**src/rtl/simplecpu_ctrl_pkg.sv**
```systemverilog
// simplecpu_ctrl_pkg
//   Shared definitions for the simplecpu load sequencer: FSM state encoding
//   and the default RAM/counter widths used by simplecpu_load_ctrl.
package simplecpu_ctrl_pkg;

    localparam int unsigned ADDR_W = 4;   // RAM address width (program = 2^ADDR_W words)
    localparam int unsigned DATA_W = 8;   // RAM word width
    localparam int unsigned CNT_W  = 16;  // run_limit / cycle_count width

    typedef enum logic [2:0] {
        ST_IDLE,
        ST_LOAD,
        ST_FLUSH,
        ST_HOLD,
        ST_RUN,
        ST_HALT
    } state_t;

endpackage

```
**src/rtl/simplecpu_load_ctrl_sat_counter.sv**
```systemverilog
// sat_counter
//   Up-counter with synchronous clear and enable that sticks at all-ones.
//   Ports:
//     i_clk    in   1      rising-edge clock
//     i_rst    in   1      asynchronous active-high reset (count -> 0)
//     i_clr    in   1      synchronous clear, wins over i_en
//     i_en     in   1      count enable
//     o_count  out  WIDTH  current count
module sat_counter #(
    parameter int unsigned WIDTH = 8
) (
    input  logic             i_clk,
    input  logic             i_rst,
    input  logic             i_clr,
    input  logic             i_en,
    output logic [WIDTH-1:0] o_count
);

    logic [WIDTH-1:0] r_count;

    always_ff @(posedge i_clk or posedge i_rst) begin
        if (i_rst) begin
            r_count <= '0;
        end else if (i_clr) begin
            r_count <= '0;
        end else if (i_en && (r_count != '1)) begin
            r_count <= r_count + WIDTH'(1);
        end
    end

    assign o_count = r_count;

endmodule

```
**src/rtl/simplecpu_load_ctrl.sv**
```systemverilog
// simplecpu_load_ctrl
//   Sequencer for the simplecpu core: holds the CPU in reset, streams one
//   2^ADDR_W-word program into its RAM, holds reset for RST_HOLD more cycles,
//   then runs the CPU for run_limit cycles (0 = unlimited) or until stop.
//   Ports:
//     clk          in   1       rising-edge clock
//     reset        in   1       asynchronous active-high reset
//     start        in   1       begin a load from IDLE or HALT
//     stop         in   1       abort a load / end a run; wins over start
//     run_limit    in   CNT_W   run budget, latched when entering HOLD
//     wr_valid     in   1       program word present
//     wr_data      in   DATA_W  program word
//     wr_ready     out  1       word accepted this cycle if wr_valid
//     cpu_reset    out  1       simplecpu reset, low only in RUN
//     load_ram     out  1       RAM write strobe
//     load_addr    out  ADDR_W  RAM write address
//     load_data    out  DATA_W  RAM write data
//     busy         out  1       LOAD, FLUSH or HOLD
//     running      out  1       RUN
//     done         out  1       HALT
//     aborted      out  1       last load cut short by stop
//     cycle_count  out  CNT_W   RUN cycles elapsed, saturating
module simplecpu_load_ctrl #(
    parameter int unsigned ADDR_W   = simplecpu_ctrl_pkg::ADDR_W,
    parameter int unsigned DATA_W   = simplecpu_ctrl_pkg::DATA_W,
    parameter int unsigned CNT_W    = simplecpu_ctrl_pkg::CNT_W,
    parameter int unsigned RST_HOLD = 4
) (
    input  logic              clk,
    input  logic              reset,
    input  logic              start,
    input  logic              stop,
    input  logic [CNT_W-1:0]  run_limit,
    input  logic              wr_valid,
    input  logic [DATA_W-1:0] wr_data,
    output logic              wr_ready,
    output logic              cpu_reset,
    output logic              load_ram,
    output logic [ADDR_W-1:0] load_addr,
    output logic [DATA_W-1:0] load_data,
    output logic              busy,
    output logic              running,
    output logic              done,
    output logic              aborted,
    output logic [CNT_W-1:0]  cycle_count
);

    import simplecpu_ctrl_pkg::*;

    // HOLD counter runs 0..RST_HOLD-1
    localparam int unsigned       HOLD_W    = (RST_HOLD < 2) ? 1 : $clog2(RST_HOLD);
    localparam logic [HOLD_W-1:0] HOLD_LAST = HOLD_W'(RST_HOLD - 1);

    state_t             r_state;
    state_t             w_next;

    logic [ADDR_W-1:0]  r_addr;
    logic               r_wr_pend;
    logic [ADDR_W-1:0]  r_wr_addr;
    logic [DATA_W-1:0]  r_wr_data;
    logic [CNT_W-1:0]   r_limit;
    logic               r_aborted;

    logic               w_wr_ready;
    logic               w_hs;
    logic               w_last_word;
    logic               w_enter_load;
    logic               w_abort;
    logic               w_hold_clr;
    logic               w_hold_en;
    logic               w_hold_done;
    logic               w_run_en;
    logic               w_limit_hit;
    logic [HOLD_W-1:0]  w_hold_cnt;
    logic [CNT_W-1:0]   w_cycle_cnt;
    logic [CNT_W:0]     w_cycle_inc;

    // stop masks ready so an aborting cycle can never also accept a word
    assign w_wr_ready   = (r_state == ST_LOAD) && !stop;
    assign w_hs         = wr_valid && w_wr_ready;
    assign w_last_word  = w_hs && (r_addr == '1);
    assign w_enter_load = (r_state != ST_LOAD) && (w_next == ST_LOAD);
    assign w_abort      = stop && ((r_state == ST_LOAD) || (r_state == ST_HOLD));

    assign w_hold_clr   = (r_state != ST_HOLD);
    assign w_hold_en    = (r_state == ST_HOLD);
    assign w_hold_done  = (w_hold_cnt == HOLD_LAST);

    assign w_run_en     = (r_state == ST_RUN);
    // one bit wider so a saturated count cannot wrap onto a small limit
    assign w_cycle_inc  = {1'b0, w_cycle_cnt} + (CNT_W + 1)'(1);
    assign w_limit_hit  = (r_limit != '0) && (w_cycle_inc == {1'b0, r_limit});

    // ---------------- state register ----------------
    always_ff @(posedge clk or posedge reset) begin
        if (reset) begin
            r_state <= ST_IDLE;
        end else begin
            r_state <= w_next;
        end
    end

    // ---------------- next-state logic ----------------
    always_comb begin
        w_next = r_state;
        case (r_state)
            ST_IDLE: begin
                if (start && !stop) w_next = ST_LOAD;
            end
            ST_LOAD: begin
                if (stop)             w_next = ST_IDLE;
                else if (w_last_word) w_next = ST_FLUSH;
            end
            ST_FLUSH: begin
                w_next = ST_HOLD;
            end
            ST_HOLD: begin
                if (stop)             w_next = ST_IDLE;
                else if (w_hold_done) w_next = ST_RUN;
            end
            ST_RUN: begin
                if (stop || w_limit_hit) w_next = ST_HALT;
            end
            ST_HALT: begin
                if (start && !stop) w_next = ST_LOAD;
            end
            default: begin
                w_next = ST_IDLE;
            end
        endcase
    end

    // ---------------- state-decoded outputs ----------------
    always_comb begin
        wr_ready  = w_wr_ready;
        cpu_reset = 1'b1;
        busy      = 1'b0;
        running   = 1'b0;
        done      = 1'b0;
        case (r_state)
            ST_LOAD, ST_FLUSH, ST_HOLD: busy = 1'b1;
            ST_RUN: begin
                cpu_reset = 1'b0;
                running   = 1'b1;
            end
            ST_HALT: done = 1'b1;
            default: ;
        endcase
    end

    // ---------------- address counter, write pipeline, limit, abort flag ----------------
    always_ff @(posedge clk or posedge reset) begin
        if (reset) begin
            r_addr    <= '0;
            r_wr_pend <= 1'b0;
            r_wr_addr <= '0;
            r_wr_data <= '0;
            r_limit   <= '0;
            r_aborted <= 1'b0;
        end else begin
            if (w_enter_load) begin
                r_addr <= '0;
            end else if (w_hs) begin
                r_addr <= r_addr + ADDR_W'(1);
            end

            // strobe one cycle after the handshake; a pending write still
            // issues even if the load is aborted in the same cycle
            r_wr_pend <= w_hs;
            if (w_hs) begin
                r_wr_addr <= r_addr;
                r_wr_data <= wr_data;
            end

            if (r_state == ST_FLUSH) begin
                r_limit <= run_limit;
            end

            if (w_enter_load) begin
                r_aborted <= 1'b0;
            end else if (w_abort) begin
                r_aborted <= 1'b1;
            end
        end
    end

    sat_counter #(
        .WIDTH (HOLD_W)
    ) u_hold_cnt (
        .i_clk   (clk),
        .i_rst   (reset),
        .i_clr   (w_hold_clr),
        .i_en    (w_hold_en),
        .o_count (w_hold_cnt)
    );

    sat_counter #(
        .WIDTH (CNT_W)
    ) u_cycle_cnt (
        .i_clk   (clk),
        .i_rst   (reset),
        .i_clr   (w_enter_load),
        .i_en    (w_run_en),
        .o_count (w_cycle_cnt)
    );

    assign load_ram    = r_wr_pend;
    assign load_addr   = r_wr_addr;
    assign load_data   = r_wr_data;
    assign aborted     = r_aborted;
    assign cycle_count = w_cycle_cnt;

endmodule

```
**config.mk**
```make
export PLATFORM = sky130hd
export DESIGN_NAME = simplecpu_load_ctrl
export DESIGN_NICKNAME = d
export VERILOG_FILES = /design/src/rtl/simplecpu_ctrl_pkg.sv /design/src/rtl/simplecpu_load_ctrl_sat_counter.sv /design/src/rtl/simplecpu_load_ctrl.sv
export SDC_FILE = /design/constraint.sdc
export NUM_CORES = 1
export LEC_CHECK = 0
export CORE_MARGIN = 2
export CORE_UTILIZATION = 45
export DETAILED_ROUTE_END_ITERATION = 12
export PLACE_DENSITY = 0.71
export SYNTH_ARGS = -nofsm -noshare
export SYNTH_HDL_FRONTEND = slang
export SYNTH_HIERARCHICAL = 1
export SYNTH_SLANG_ARGS = --single-unit
```
**constraint.sdc**
```tcl
create_clock -name clk -period 2.95 [get_ports clk]
set_clock_uncertainty 0.05 [all_clocks]
set_input_delay 0.7375 -clock clk [delete_from_list [all_inputs] [get_ports clk]]
set_output_delay 0.7375 -clock clk [all_outputs]
set_load 0.03 [all_outputs]
```
Clock wires, drivers and flops:
Bar = 20 um.
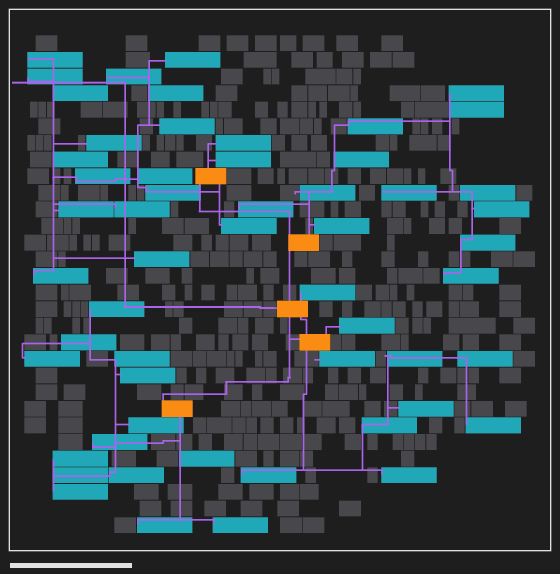
Purple shows clock wires, length 651 um. Cyan shows flip-flops, count 55. Orange shows clock drivers, count 5.
Position of the flops: all over the die. There are 6 routed clock nets.
clock power share: 19.9%
clk_lat worst skew: 0.32 ns

Sequential cells colored by netlist name:
Other sequential cells in the stronger gray, the rest of the logic in the fainter gray.
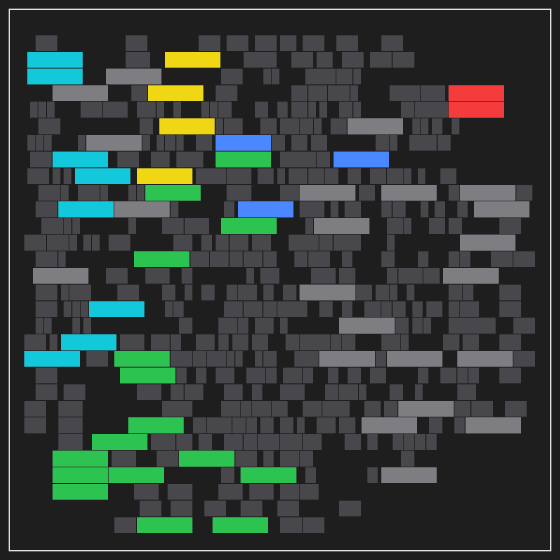
Green shows r_limit, flops 16. Yellow shows r_addr, flops 4. Red shows u_hold_cnt/o_count, flops 2. Blue shows r_state, flops 3. Cyan shows load_data, flops 8.

==> impl_metrics.env <==
# flow metrics
export IMPL_max_freq_mhz=360
export IMPL_hold_ws_ns=0.440
export IMPL_final_nets=441
export IMPL_grt_ovfl_total=0
export IMPL_antenna_found_initial=0
export IMPL_vias=2828
export IMPL_vias_per_cell=5.60
export IMPL_p_total_mw=2.25
export IMPL_reg2reg_to="u_cycle_cnt/o_count[9]"
export IMPL_nFillCells=608
export IMPL_combGateArea_um2=1730
export IMPL_hold_class="flip-flop to flip-flop"
export IMPL_p_per_area_nw_per_um2=548
export IMPL_p_seq_share_pct=47.5
export IMPL_netlist_cell_type_count=62
export IMPL_cp_buffers_inverters=2
export IMPL_fin_util_pct=60.1
export IMPL_crit_chain="inv_1, nor3_2, clkdlybuf4s50_1"
export IMPL_ys_cells=334
export IMPL_lay_top_cells="clkdlybuf4s50_1 (62), dfrtp_1 (55), nand2_1 (46)"
export IMPL_worst_hold_startpoint="load_data[6]"
export IMPL_die_y_um=88.4
export IMPL_dpl_cell_area_um2=4010
export IMPL_ys_flops=55
export IMPL_async_reset_ff_share_pct=100
export IMPL_cts_setup_buffers=0
export IMPL_maxPowerGroup="sequential cells"
export IMPL_taps=96
export IMPL_outcome="completed"
export IMPL_tightest_slew_ns=0.620
export IMPL_grt_pass1_wl_mm=13.4
export IMPL_core_area_um2=6830
export IMPL_ys_area_um2=3210
export IMPL_gp_congestion=0.870
export IMPL_seq_cells=55
export IMPL_seq_share_pct=33.5
export IMPL_dp_cells=497
export IMPL_inv_count=10
export IMPL_dieArea_um2=7810
export IMPL_warning_count=26
export IMPL_crit_start="r_state[2]"
export IMPL_common_cells="dfrtp_1 (55), nand2_1 (46), mux2_2 (20)"
export IMPL_leakage_nw=1.72
export IMPL_clk_path_buf_depth=2
export IMPL_comb_share_pct=42.1
export IMPL_final_hold_viol_count=0
export IMPL_worstSetupEndpointType="output port"
export IMPL_clock_root_buffer="clkbuf_8"
export IMPL_path_max_fanout=9
export IMPL_cts_tree="yes"
export IMPL_wl_per_cell_um=15.8
export IMPL_synth_area_per_cell_um2=9.60
export IMPL_final_cells=505
export IMPL_cts_max_level=2
export IMPL_pg_seq_mw=1.07
export IMPL_antenna_left=0
export IMPL_reg2reg_slack_ns=0.48
export IMPL_clkTransAtPathRegs_ns=0.10
export IMPL_grt_max_degree=38
export IMPL_crit_slowest_cell="clkdlybuf4s50_1"
export IMPL_drt_iter0_drc=208
export IMPL_vdd_drop_max_v=0.000478
export IMPL_finalSetupTns_ns=0
export IMPL_critical_path_class="flip-flop to output port"
export IMPL_diodes=0
export IMPL_cp_required_ns=2.16
export IMPL_start_kind="flip-flop"
export IMPL_firstDrtPassIters=4
export IMPL_crit_end="running"
export IMPL_initCoreUtil_pct=46.9
Drive-strength map:
Bar = 20 um.
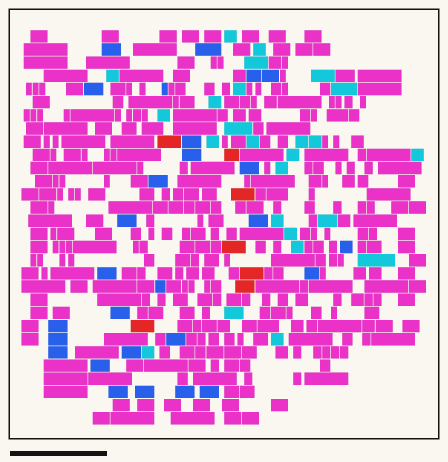
Cyan shows _3 and _4 cells, cells 25, most used buf_4. Red shows _6 and larger, cells 7, most used clkbuf_8. Magenta shows _0 and _1 cells, cells 350, most used clkdlybuf4s50_1. Blue shows _2 cells, cells 27, most used mux2_2.
final non-filler cell area: 4110 um^2
Syn-to-layout area delta: 28.2%
Buffers, non-clock: 79
setup ws final: 0.175 ns

logic make-up (layout without fill, tap and decap cells):
group           Yosys count  in the layout  share of synthesized area (%)
flops                    55             55                           42.9
fa+ha+maj                 4              4                           1.56
xor+xnor                 22             22                           6.01
compound gates           53             53                           10.8
mux                      23             23                           8.12
simple gates            155            155                           27.4
buf+inv                  22             97                           3.24
metal layers:
metal / track usage (%) / vias up / wire length (um)
li1: - / 1371 / -
met1: 29.6 / 1378 / 3580
met2: 36.0 / 75 / 3890
met3: 4.94 / 4 / 449
met4: 5.37 / 0 / 65
met5: 0 / - / 0
state kept, by name, summed over array words and instances, names as in the netlist:
signal,count
r_limit,16
u_cycle_cnt/o_count,16
r_addr,4
u_hold_cnt/o_count,2
load_data,8
load_ram,1
load_addr,4
aborted,1
r_state,3
Power is estimated from default activity; no workload was simulated.
